==> images/metal_stack.png <==
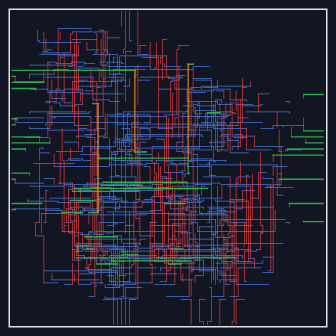
==> images/final_clocks.png <==
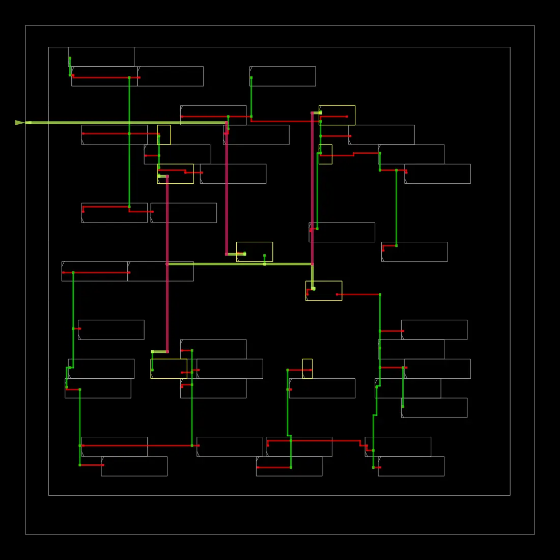
==> images/clock_map.png <==
The bar under the picture is 20 um long.
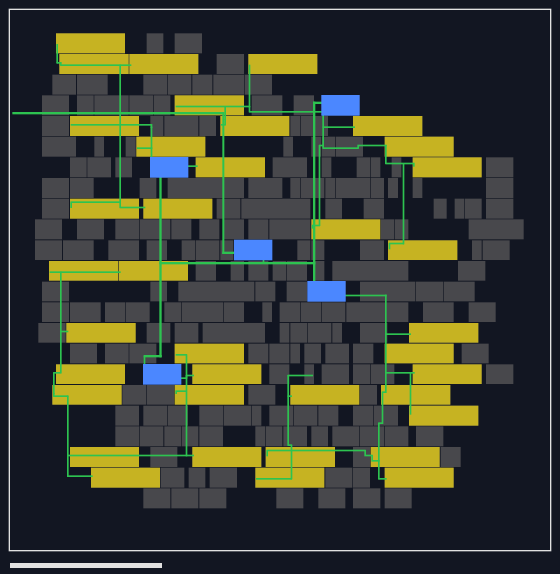
==> images/port_nets.png <==
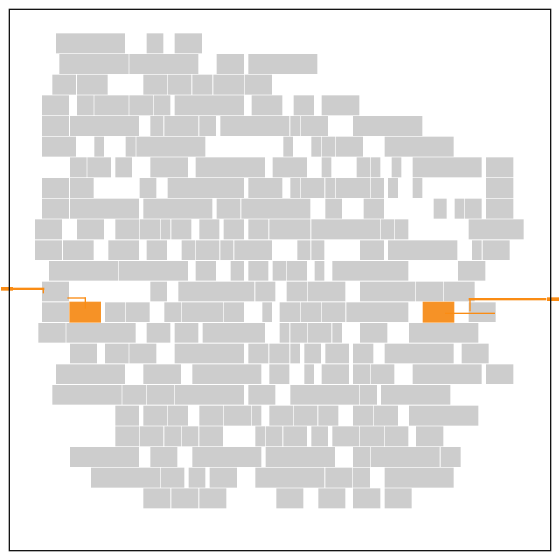
==> images/gate_families.png <==
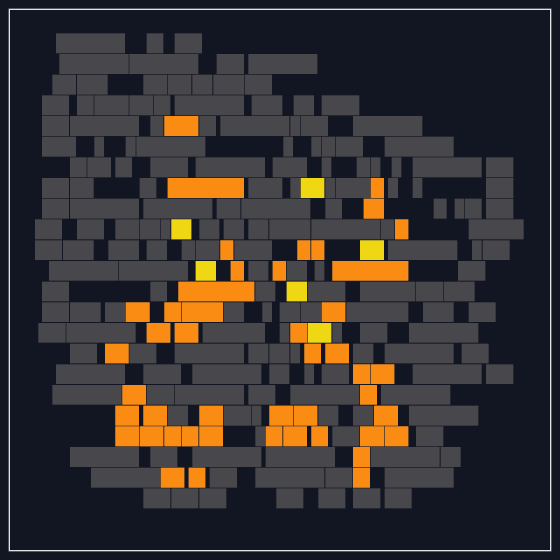
<file path="src/rtl/mem_writer_if.sv">
// Command channel of the bit-array writer: valid/ready handshake plus the
// opcode and its row/column/data operands.
interface mem_writer_if #(
  parameter int ADDR_W = 2
);
  logic              cmd_valid;
  logic              cmd_ready;
  logic [1:0]        cmd_op;
  logic [ADDR_W-1:0] cmd_row;
  logic [ADDR_W-1:0] cmd_col;
  logic              cmd_data;

  modport master (
    output cmd_valid, cmd_op, cmd_row, cmd_col, cmd_data,
    input  cmd_ready
  );

  modport slave (
    input  cmd_valid, cmd_op, cmd_row, cmd_col, cmd_data,
    output cmd_ready
  );
endinterface

</file>
<file path="src/rtl/mem_writer.sv">
// Writer end of the bit-addressed array: owns the N*N bit storage and
// executes handshaked commands one bit per clock.
module mem_writer #(
  parameter int ADDR_W = 2
) (
  input  logic                       _clock,
  input  logic                       _reset,
  mem_writer_if.slave                cmd,
  output logic [(1<<(2*ADDR_W))-1:0] mem,
  output logic                       busy,
  output logic                       done,
  output logic [7:0]                 wr_count
);

  localparam int NN = 1 << (2*ADDR_W);

  localparam logic [1:0] OP_WRITE  = 2'b00;
  localparam logic [1:0] OP_FILL   = 2'b01;
  localparam logic [1:0] OP_CLEAR  = 2'b10;
  localparam logic [1:0] OP_TOGGLE = 2'b11;

  typedef enum logic {IDLE, EXEC} state_e;

  state_e              state_q;
  logic [1:0]          op_q;
  logic [ADDR_W-1:0]   row_q;
  logic [ADDR_W-1:0]   col_q;
  logic                data_q;
  logic [2*ADDR_W-1:0] cursor_q;
  logic [NN-1:0]       mem_q;
  logic                done_q;
  logic [7:0]          wrCount_q;

  logic [2*ADDR_W-1:0] wrIdx_d;
  logic                wrVal_d;
  logic                lastBit_d;
  logic [NN-1:0]       mem_d;
  logic [7:0]          wrCount_d;

  assign cmd.cmd_ready = (state_q == IDLE) && !_reset;
  assign busy          = (state_q == EXEC);
  assign done          = done_q;
  assign mem           = mem_q;
  assign wr_count      = wrCount_q;

  // Bit index is row*N + col, which is just {row, col} because N is a power of two.
  always_comb begin
    wrIdx_d   = {row_q, col_q};
    wrVal_d   = data_q;
    lastBit_d = 1'b1;
    case (op_q)
      OP_WRITE:  wrVal_d = data_q;
      OP_TOGGLE: wrVal_d = ~mem_q[wrIdx_d];
      OP_FILL: begin
        wrIdx_d   = {row_q, cursor_q[ADDR_W-1:0]};
        lastBit_d = &cursor_q[ADDR_W-1:0];
      end
      OP_CLEAR: begin
        wrIdx_d   = cursor_q;
        wrVal_d   = 1'b0;
        lastBit_d = &cursor_q;
      end
      default: wrVal_d = data_q;
    endcase
    mem_d          = mem_q;
    mem_d[wrIdx_d] = wrVal_d;
    wrCount_d      = (wrCount_q == 8'hFF) ? wrCount_q : wrCount_q + 8'd1;
  end

  always_ff @(posedge _clock or posedge _reset) begin
    if (_reset) begin
      state_q   <= IDLE;
      op_q      <= OP_WRITE;
      row_q     <= '0;
      col_q     <= '0;
      data_q    <= 1'b0;
      cursor_q  <= '0;
      mem_q     <= '0;
      done_q    <= 1'b0;
      wrCount_q <= 8'd0;
    end else begin
      done_q <= 1'b0;
      case (state_q)
        IDLE: begin
          if (cmd.cmd_valid && cmd.cmd_ready) begin
            op_q     <= cmd.cmd_op;
            row_q    <= cmd.cmd_row;
            col_q    <= cmd.cmd_col;
            data_q   <= cmd.cmd_data;
            cursor_q <= '0;
            state_q  <= EXEC;
          end
        end
        EXEC: begin
          mem_q     <= mem_d;
          wrCount_q <= wrCount_d;
          // The cursor stays on the final bit so nothing can land past the target range.
          if (lastBit_d) begin
            state_q <= IDLE;
            done_q  <= 1'b1;
          end else begin
            cursor_q <= cursor_q + 1'b1;
          end
        end
        default: state_q <= IDLE;
      endcase
    end
  end

endmodule

</file>
<file path="src/flat_wrapper.sv">
// flat-port wrapper written by rule: the top's interface ports become plain ports
module mem_writer_flat 
#(
  parameter int ADDR_W = 2
)
  (_clock, _reset, mem, busy, done, wr_count, cmd_cmd_valid, cmd_cmd_op, cmd_cmd_row, cmd_cmd_col, cmd_cmd_data, cmd_cmd_ready);
  mem_writer_if #(.ADDR_W(ADDR_W)) cmd_i ();
  input  logic _clock;
  input  logic _reset;
  output logic [(1<<(2*ADDR_W))-1:0] mem;
  output logic busy;
  output logic done;
  output logic [7:0] wr_count;
  input wire logic [$bits(cmd_i.cmd_valid)-1:0] cmd_cmd_valid;
  input wire logic [$bits(cmd_i.cmd_op)-1:0] cmd_cmd_op;
  input wire logic [$bits(cmd_i.cmd_row)-1:0] cmd_cmd_row;
  input wire logic [$bits(cmd_i.cmd_col)-1:0] cmd_cmd_col;
  input wire logic [$bits(cmd_i.cmd_data)-1:0] cmd_cmd_data;
  output wire logic [$bits(cmd_i.cmd_ready)-1:0] cmd_cmd_ready;
  assign cmd_i.cmd_valid = cmd_cmd_valid;
  assign cmd_i.cmd_op = cmd_cmd_op;
  assign cmd_i.cmd_row = cmd_cmd_row;
  assign cmd_i.cmd_col = cmd_cmd_col;
  assign cmd_i.cmd_data = cmd_cmd_data;
  assign cmd_cmd_ready = cmd_i.cmd_ready;
  mem_writer #(.ADDR_W(ADDR_W)) u_core (._clock(_clock), ._reset(_reset), .cmd(cmd_i), .mem(mem), .busy(busy), .done(done), .wr_count(wr_count));
endmodule
</file>
<file path="config.mk">
export PLATFORM = sky130hd
export DESIGN_NAME = mem_writer_flat
export DESIGN_NICKNAME = d
export VERILOG_FILES = /design/src/rtl/mem_writer_if.sv /design/src/rtl/mem_writer.sv /design/src/flat_wrapper.sv
export SDC_FILE = /design/constraint.sdc
export NUM_CORES = 1
export LEC_CHECK = 0
export CAP_MARGIN = 20
export CORE_MARGIN = 3
export CORE_UTILIZATION = 47
export DETAILED_ROUTE_END_ITERATION = 6
export PLACE_DENSITY = 0.84
export RECOVER_POWER = 25
export SLEW_MARGIN = 10
export SYNTH_ARGS = -nofsm -noshare
export SYNTH_HDL_FRONTEND = slang
export SYNTH_SLANG_ARGS = --single-unit
</file>
<file path="constraint.sdc">
create_clock -name _clock -period 2 [get_ports _clock]
set_input_delay 0.4 -clock _clock [delete_from_list [all_inputs] [get_ports _clock]]
set_output_delay 0.4 -clock _clock [all_outputs]
set_load 0.05 [all_outputs]
</file>
==> Slide: Implementation Results <==
Synthesis and Place & Route Summary

Clock network
  – Reg clk slew, reported paths: 0.07 ns
  – CTS Root Buffer Type: clkbuf_8
  – Post-CTS setup-driven buffer insertion count: 2
  – Clock tree from TritonCTS: yes
  – H-tree lvl count: 2
  – Clock sinks: 37

Final timing
  – Fin. Hold Viols: 0
  – Final clock period utilization by the worst path: 0.967
  – RSZ-0062 raised after global routing: no
  – Worst Slack Setup Final: 0.0651 ns
  – Pins Over Slew Limit: 0
  – Worst rel slew slack: 0.385

Logic synthesis
  – Number of register bits inferred by synthesis: 37
  – Portion of netlist area occupied by mux cells: 0.118
  – Largest area contributor in the netlist: dfrtp_1
  – Adder-cell share of the synthesized area: 0.0378
  – Most common library cells after synthesis: 37 x dfrtp_1, 20 x a41oi_1, 13 x a31oi_1, 11 x nand2_1, 10 x mux2i_1
  – Leading register cell type out of synthesis: dfrtp_1
  – Per-instance average area after synthesis: 11.8 um2
  – Dominant comb cell: AND-OR/OR-AND gates
  – Cell Area, Synth: 1990 um2
  – Post-synth ARST share: 1.00
  – Most instantiated library cell after synthesis: dfrtp_1
  – Number of cells in the yosys synthesis report: between 150 and 200

Run status
  – Status: finished clean

Route
  – Drt drc: 0
  – Number of nets with antenna violations after routing: 0
  – Met2 Wirelength: 2.10 mm

Final layout
  – Number of sequential cells: 37
  – Clk tree area frac: 0.0312
  – Ratio of cells with drive above 1 in the final layout: 0.221
  – Cell class with the largest area share: logic gates
  – Antenna fix cells: 0
  – Relative area of non-clock buffer cells in the final design: 0.200
  – Flip-flop and latch area: roughly 900 um2
  – Flip-flop count of the largest register after layout: 16
  – Post-layout instance area: 2650 um2

Placed design
  – Placed inst area: 2520 um2
  – Setup slack after placement: -0.0502 ns
  – Gpl congestion: approximately 0.9

Critical path
  – Category of the worst setup path launch point: flip-flop
  – CP Capture Type: output port
  – Library cell contributing the largest single delay on the critical path: clkdlybuf4s50_1
  – Critical Path, Cell by Cell: clkdlybuf4s50_1
  – Max stage delay on crit path: 0.83 ns

Die
  – Overall chip area: between 5000 and 6000 um2
  – Site row count: 23

Hold path
  – Min-Delay Path Depth: 1

GRT
  – Pin count of the biggest net entering global routing: 38
  – Via count of the first global-routing pass: around 1700
About metal_stack.png:
| layer | colour | wire length |
|---|---|---|
| met2 | red | 2100 um |
| met4 | orange | 63.9 um |
| met1 | blue | 2100 um |
| met3 | green | 329 um |
All-Layer GR Usage: 0.192
average detailed-routed wire length per instance: 16.7 um
Vias: 1682
wire length after detailed routing: 4.60 mm

About final_clocks.png:
insertion delay to the later sink of the worst-skew pair: 0.29 ns
number of clock buffers in the layout: 6

About clock_map.png:
[clock wires] green | length: 438 um
[flip-flops] yellow | count: 37
[cells driving clock nets] blue | count: 5
flops lie: widely spread
routed clock nets: 6
final clock skew: 0.00702 ns

About port_nets.png:
| port | colour | bits | direction | end cells | buffers | wire |
|---|---|---|---|---|---|---|
| `cmd_cmd_col` | orange | 2 | input | 2 | 2 | 25.9 um |
number of top-level pins: 37
number of buffers added on ports: 36

About gate_families.png:
| family | colour | cells | most used |
|---|---|---|---|
| AND-OR and OR-AND gates | yellow | 6 | o21a_1 |
| inverting AOI/OAI gates | orange | 46 | a41oi_1 |
number of standard cells in the final layout excluding fillers: 276
logic gate fraction of the total cell area: 0.390
most used logic cell in the final layout: dfrtp_1

